`config.mk`:
```
export PLATFORM = sky130hd
export DESIGN_NAME = ch_readout_collector
export DESIGN_NICKNAME = d
export VERILOG_FILES = /design/src/rtl/ch_readout_collector.sv
export SDC_FILE = /design/constraint.sdc
export NUM_CORES = 1
export LEC_CHECK = 0
export CAP_MARGIN = 10
export CORE_AREA = 2 2 66 84
export DETAILED_ROUTE_END_ITERATION = 16
export DIE_AREA = 0 0 68 86
export GPL_ROUTABILITY_DRIVEN = 0
export PLACE_DENSITY = 0.72
export SKIP_LAST_GASP = 1
export SYNTH_ARGS = -nofsm -noshare
export SYNTH_HDL_FRONTEND = slang
export SYNTH_SLANG_ARGS = --single-unit
```
`constraint.sdc`:
```
create_clock -name SPI_CLK -period 2.7 [get_ports SPI_CLK]
set_input_delay 0.405 -clock SPI_CLK [delete_from_list [all_inputs] [get_ports SPI_CLK]]
set_output_delay 0.405 -clock SPI_CLK [all_outputs]
set_load 0.05 [all_outputs]
```
`src/rtl/ch_readout_collector.sv`:
```
// Initiator for the per-channel serial readout: reads trigger_cnt, then the valid
// timestamp registers, and hands each deserialized word to a valid/ready consumer.
module ch_readout_collector #(
  parameter int WORD_W       = 10,
  parameter int LOAD_LATENCY = 1,
  parameter int MAX_TS       = 5
) (
  input  logic              SPI_CLK,
  input  logic              RSTB,
  input  logic              START,
  input  logic              ABORT,
  output logic              INST_READOUT,
  output logic [2:0]        SELECT_REG,
  input  logic              CNT_SER,
  output logic [WORD_W-1:0] WORD_DATA,
  output logic [2:0]        WORD_TAG,
  output logic              WORD_VALID,
  input  logic              WORD_READY,
  output logic              BUSY,
  output logic              DONE
);

  localparam int BC_W = $clog2(WORD_W);
  localparam logic [2:0] TAG_CNT  = 3'd5;
  localparam logic [2:0] MAX_TS_L = 3'(MAX_TS);

  typedef enum logic [1:0] {S_IDLE, S_LOAD, S_SHIFT, S_PUSH} state_t;

  state_t            r_state;
  logic [BC_W-1:0]   r_bit_cnt;
  logic [1:0]        r_load_cnt;
  logic [WORD_W-1:0] r_shreg;
  logic [WORD_W-1:0] r_word_data;
  logic [2:0]        r_word_tag;
  logic              r_word_valid;
  logic              r_inst;
  logic [2:0]        r_sel;
  logic              r_busy;
  logic              r_done;
  logic [2:0]        r_n_ts;
  logic [2:0]        r_ts_idx;

  logic [WORD_W-1:0] w_shift_word;
  logic              w_tag_is_cnt;
  logic [2:0]        w_trig_n;
  logic [2:0]        w_n_ts_nx;
  logic [2:0]        w_idx_nx;
  logic              w_more;

  assign w_shift_word = {r_shreg[WORD_W-2:0], CNT_SER};
  assign w_tag_is_cnt = (r_word_tag == TAG_CNT);
  // Only the low three bits of trigger_cnt matter; anything past CE is clamped.
  assign w_trig_n     = (r_word_data[2:0] > MAX_TS_L) ? MAX_TS_L : r_word_data[2:0];
  assign w_n_ts_nx    = w_tag_is_cnt ? w_trig_n : r_n_ts;
  assign w_idx_nx     = w_tag_is_cnt ? 3'd0 : r_ts_idx;
  assign w_more       = (w_idx_nx < w_n_ts_nx);

  always_ff @(posedge SPI_CLK or negedge RSTB) begin
    if (!RSTB) begin
      r_state      <= S_IDLE;
      r_bit_cnt    <= '0;
      r_load_cnt   <= '0;
      r_shreg      <= '0;
      r_word_data  <= '0;
      r_word_tag   <= '0;
      r_word_valid <= 1'b0;
      r_inst       <= 1'b0;
      r_sel        <= '0;
      r_busy       <= 1'b0;
      r_done       <= 1'b0;
      r_n_ts       <= '0;
      r_ts_idx     <= '0;
    end else begin
      r_done <= 1'b0;
      if (ABORT && (r_state != S_IDLE)) begin
        r_state      <= S_IDLE;
        r_inst       <= 1'b0;
        r_word_valid <= 1'b0;
        r_busy       <= 1'b0;
      end else begin
        case (r_state)
          S_IDLE: begin
            // A START coinciding with DONE is dropped; ABORT also masks START.
            if (START && !ABORT && !r_done) begin
              r_sel      <= TAG_CNT;
              r_inst     <= 1'b1;
              r_busy     <= 1'b1;
              r_bit_cnt  <= '0;
              r_load_cnt <= '0;
              r_state    <= S_LOAD;
            end
          end
          S_LOAD: begin
            if (r_load_cnt == 2'(LOAD_LATENCY)) begin
              r_bit_cnt <= '0;
              r_state   <= S_SHIFT;
            end else begin
              r_load_cnt <= r_load_cnt + 2'd1;
            end
          end
          S_SHIFT: begin
            r_shreg   <= w_shift_word;
            r_bit_cnt <= r_bit_cnt + 1'b1;
            if (r_bit_cnt == BC_W'(WORD_W-1)) begin
              r_word_data  <= w_shift_word;
              r_word_tag   <= r_sel;
              r_word_valid <= 1'b1;
              r_inst       <= 1'b0;
              r_state      <= S_PUSH;
            end
          end
          S_PUSH: begin
            if (r_word_valid && WORD_READY) begin
              r_word_valid <= 1'b0;
              r_n_ts       <= w_n_ts_nx;
              if (w_more) begin
                r_sel      <= w_idx_nx;
                r_ts_idx   <= w_idx_nx + 3'd1;
                r_inst     <= 1'b1;
                r_load_cnt <= '0;
                r_state    <= S_LOAD;
              end else begin
                r_done  <= 1'b1;
                r_busy  <= 1'b0;
                r_state <= S_IDLE;
              end
            end
          end
          default: r_state <= S_IDLE;
        endcase
      end
    end
  end

  assign INST_READOUT = r_inst;
  assign SELECT_REG   = r_sel;
  assign WORD_DATA    = r_word_data;
  assign WORD_TAG     = r_word_tag;
  assign WORD_VALID   = r_word_valid;
  assign BUSY         = r_busy;
  assign DONE         = r_done;

endmodule
```
### Placement by cell class

Drawn at 4 px/µm.
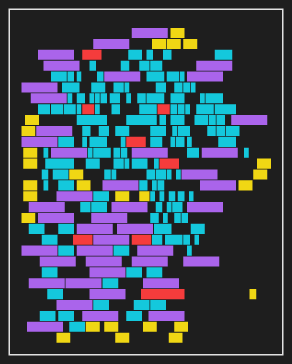
class	color	cells	share of their area
remaining buffers and delay cells	yellow	26	10%
combinational and other logic	cyan	137	42%
sequential cells	purple	43	43%
clock drivers and dummy loads	red	8	4.6%

### Congestion heat map

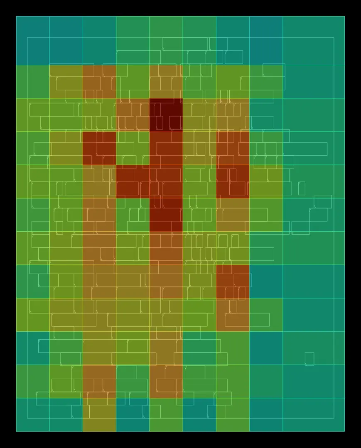
detail-routed net length per standard cell: 14.6 µm
M3 GR Usage: 4.07%
GR peak layer: met2
all-layer global routing usage: 16.3%
final cell utilization of the core: 51.7%

### Cells by drive strength

Drawn at 4 px/µm.
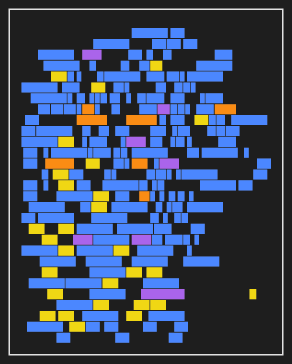
size	color	cells	share
_6 and larger	purple	7	3.3%
_0 and _1 cells	blue	172	80%
_3 and _4 cells	orange	7	3.3%
_2 cells	yellow	28	13%

### Zoomed window

Region (4, 52) to (29, 77) µm. Cells in gray, sequential cells in the stronger gray; small squares are vias.
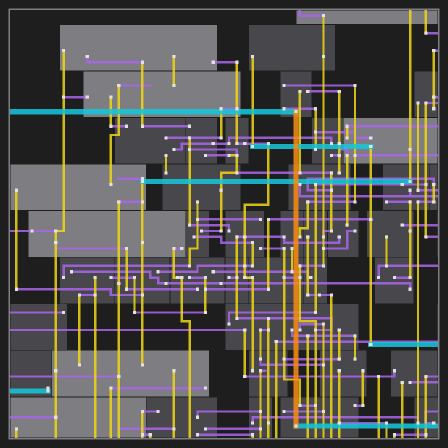
layer	color
metal 3	cyan
metal 4	orange
metal 1	purple
metal 2	yellow
netlist names of flops here include	`SELECT_REG` (3), `r_ts_idx` (3)
most frequent	dfrtp_1 (7), nand2_1 (4), a21oi_1 (3)
sequential cells in the window	7
cells with their middle in the window	40

==> flow_metrics.rpt <==
=== SYNTHESIS / PLACE & ROUTE SUMMARY ===
----------------------------------------------------
[Outcome]
  Run status ........................ finished, final reports clean

[Clocking]
  Number of buffers created by CTS ........................ 5
  Clock root cell ........................ sky130_fd_sc_hd__clkbuf_8
  CTS-repair resized insts ........................ 0
  TritonCTS clock tree ........................ done
  Maximum level of the CTS H-tree ........................ 2
  Setup repair bufs after CTS ........................ 0

[Flow run]
  Max-cap check violation count ........................ 0

[Final timing]
  Worst slew margin ........................ 37.0%
  Number of failing hold endpoints at the final stage ........................ 0
  Worst setup margin ........................ 0.256 ns
  WHS ........................ 0.254 ns
  Clock skew ........................ 0.00791 ns
  Actual slew at the worst max-slew pin ........................ 0.945 ns
  Count of endpoints failing setup in the final report ........................ 0

[Final layout]
  Clock-cell share ........................ 4.50%
  Diode insertion count for antenna repair ........................ 0
  Clock buffer count in the final layout ........................ 5
  Number of standard cells in the layout, taps in and fillers out ........................ 276
  Register fraction of the total cell area ........................ 41.6%
  Area grow syn2layout ........................ 18.7%
  Count of nets after finishing ........................ 231
  Multi-In Gates ........................ 127
  Comb area share ........................ 39.7%
  Largest contributor to cell area by class ........................ registers
  Multi-input gate area ........................ 1030 µm²
  Number of sequential cells in the layout ........................ 43

[Logic synthesis]
  Largest family of logic cells by area ........................ multiplexers
  Avg Inst Size Synth ........................ 11.8 µm²
  Main flop type after synthesis ........................ sky130_fd_sc_hd__dfrtp_1
  Ys flops ........................ 43
  Share of the yosys chip area belonging to registers ........................ 49.4%
  Yosys top cell area share ........................ 49.4%
  Synthesized net count ........................ 203
  Main area contributors after synthesis ........................ sky130_fd_sc_hd__dfrtp_1 49%, sky130_fd_sc_hd__mux2_2 12%, sky130_fd_sc_hd__ha_1 6.9%, sky130_fd_sc_hd__nand2_1 2.8%, sky130_fd_sc_hd__o21ai_0 2.3%
  FA/HA/MAJ Cells, Area Fraction ........................ 6.89%
  Gate count of the mapped netlist ........................ 185
  Multiplexer share of the synthesized area ........................ 14.4%
  Most common cell in the netlist ........................ sky130_fd_sc_hd__dfrtp_1
  # Cells Yosys ........................ 185
  Number of enable-type register cells in the synthesized netlist ........................ 0
  Cell type with the highest aggregate area in the netlist ........................ sky130_fd_sc_hd__dfrtp_1

[Detailed routing]
  Wire length after detailed routing ........................ 4040 µm
  Number of remaining DRC errors ........................ 0
  Number of antenna-violating nets in the routed design ........................ 0

[Pwr]
  Leakage power total ........................ 1.24 nW
  Total clock network power ........................ 0.000516 W
  Total Power ........................ 0.00194 W
  Largest voltage drop on the vdd net ........................ 0.000520 V
  Switching fraction of total power ........................ 33.4%
  Sequential share of power ........................ 43.4%
  Main power-consuming group ........................ registers
  P_comb ........................ 0.000584 W
  Portion of total power attributed to the clock network ........................ 26.6%

[Critical path]
  R2r startpoint ........................ WORD_TAG[1]
  Depth of the worst register-to-register path ........................ 9
  Minimum setup slack among reg-to-reg paths ........................ 0.26 ns
  Worst path cell trace ........................ nand3b_4 -> nor3b_1 -> a21oi_1 -> ha_1 -> nand2_1 -> nor3_2 -> o31ai_4 -> nand3_2 -> mux2_4
  Data arrival time of the critical path ........................ 2.64 ns
  Crit Path Max Fanout ........................ 10
  Critical Path Start Type ........................ flop
  Type of element capturing the critical path ........................ flop

[Floorplanning]
  N_taps ........................ 62
  Share of the core filled by cells before placement ........................ 43.5%
  Die y size ........................ 86 µm

[Place]
  Half-perimeter wire length after placement ........................ 2920 µm
  Number of buffer cells added on primary ports ........................ 25
  Total instance count after detailed placement ........................ 268

[Hold path]
  Worst min-delay path category ........................ primary input to asynchronous set/reset pin

[Global route]
  Largest net degree at the start of global routing ........................ 44
  Wire length of the first global-routing pass ........................ 7260 µm

----------------------------------------------------
kinds of logic after synthesis:
kind of cell / Yosys count
and+or+nand+nor: 48
adders and majority gates: 12
AOI/OAI and AO/OA: 39
DFF: 43
buffers and inverters: 15
muxes: 28
worst max-delay path by stage:
| stage | from | end | slack [ns] | depth (start not counted) |
|---|---|---|---|---|
| final | WORD_TAG[1] | r_load_cnt[0] | 0.26 | 9 |
| after global routing | WORD_TAG[1] | SELECT_REG[2] | 0.05 | 9 |
| after floorplan | WORD_TAG[1] | r_load_cnt[0] | 0.06 | 8 |
| after detailed placement | WORD_TAG[1] | r_load_cnt[0] | 0.28 | 8 |
| after CTS | WORD_TAG[1] | r_load_cnt[0] | 0.25 | 8 |
| after global placement | WORD_TAG[1] | r_load_cnt[0] | 0.34 | 8 |
cell usage in the layout (no fill, tap or decap), drive strengths merged, types with 2 or more instances in the layout:
cell type and instances:
dfrtp 43, clkdlybuf4s50 24, mux2 24, nand2 17, ha 12, inv 11
o21ai 11, a21oi 8, nor2 8, clkbuf 5, nand2b 5, mux2i 4
nor2b 3, nor3 3, o31ai 3, and2 2, nor3b 2, a21o 2
and3 2, a2bb2oi 2, a32o 2, nand3b 2, nand3 2, buf 2
routing by layer:
layer	vias to the layer above	global-route usage (%)	wire length [µm]
met5	-	0	0
met4	0	4.91	18
met3	2	4.07	163
met2	29	25.8	2030
met1	760	21.8	1830
li1	714	-	-
critical path: cells and delay by family (launching register included):
kind / cells / cell delay [ns]
AND/OR/NAND/NOR: 5 / 1.06
flip-flops: 1 / 0.40
adder cells (fa/ha/maj): 1 / 0.33
multiplexers: 1 / 0.30
AND-OR/OR-AND: 2 / 0.24
Power is estimated from default activity; no workload was simulated.
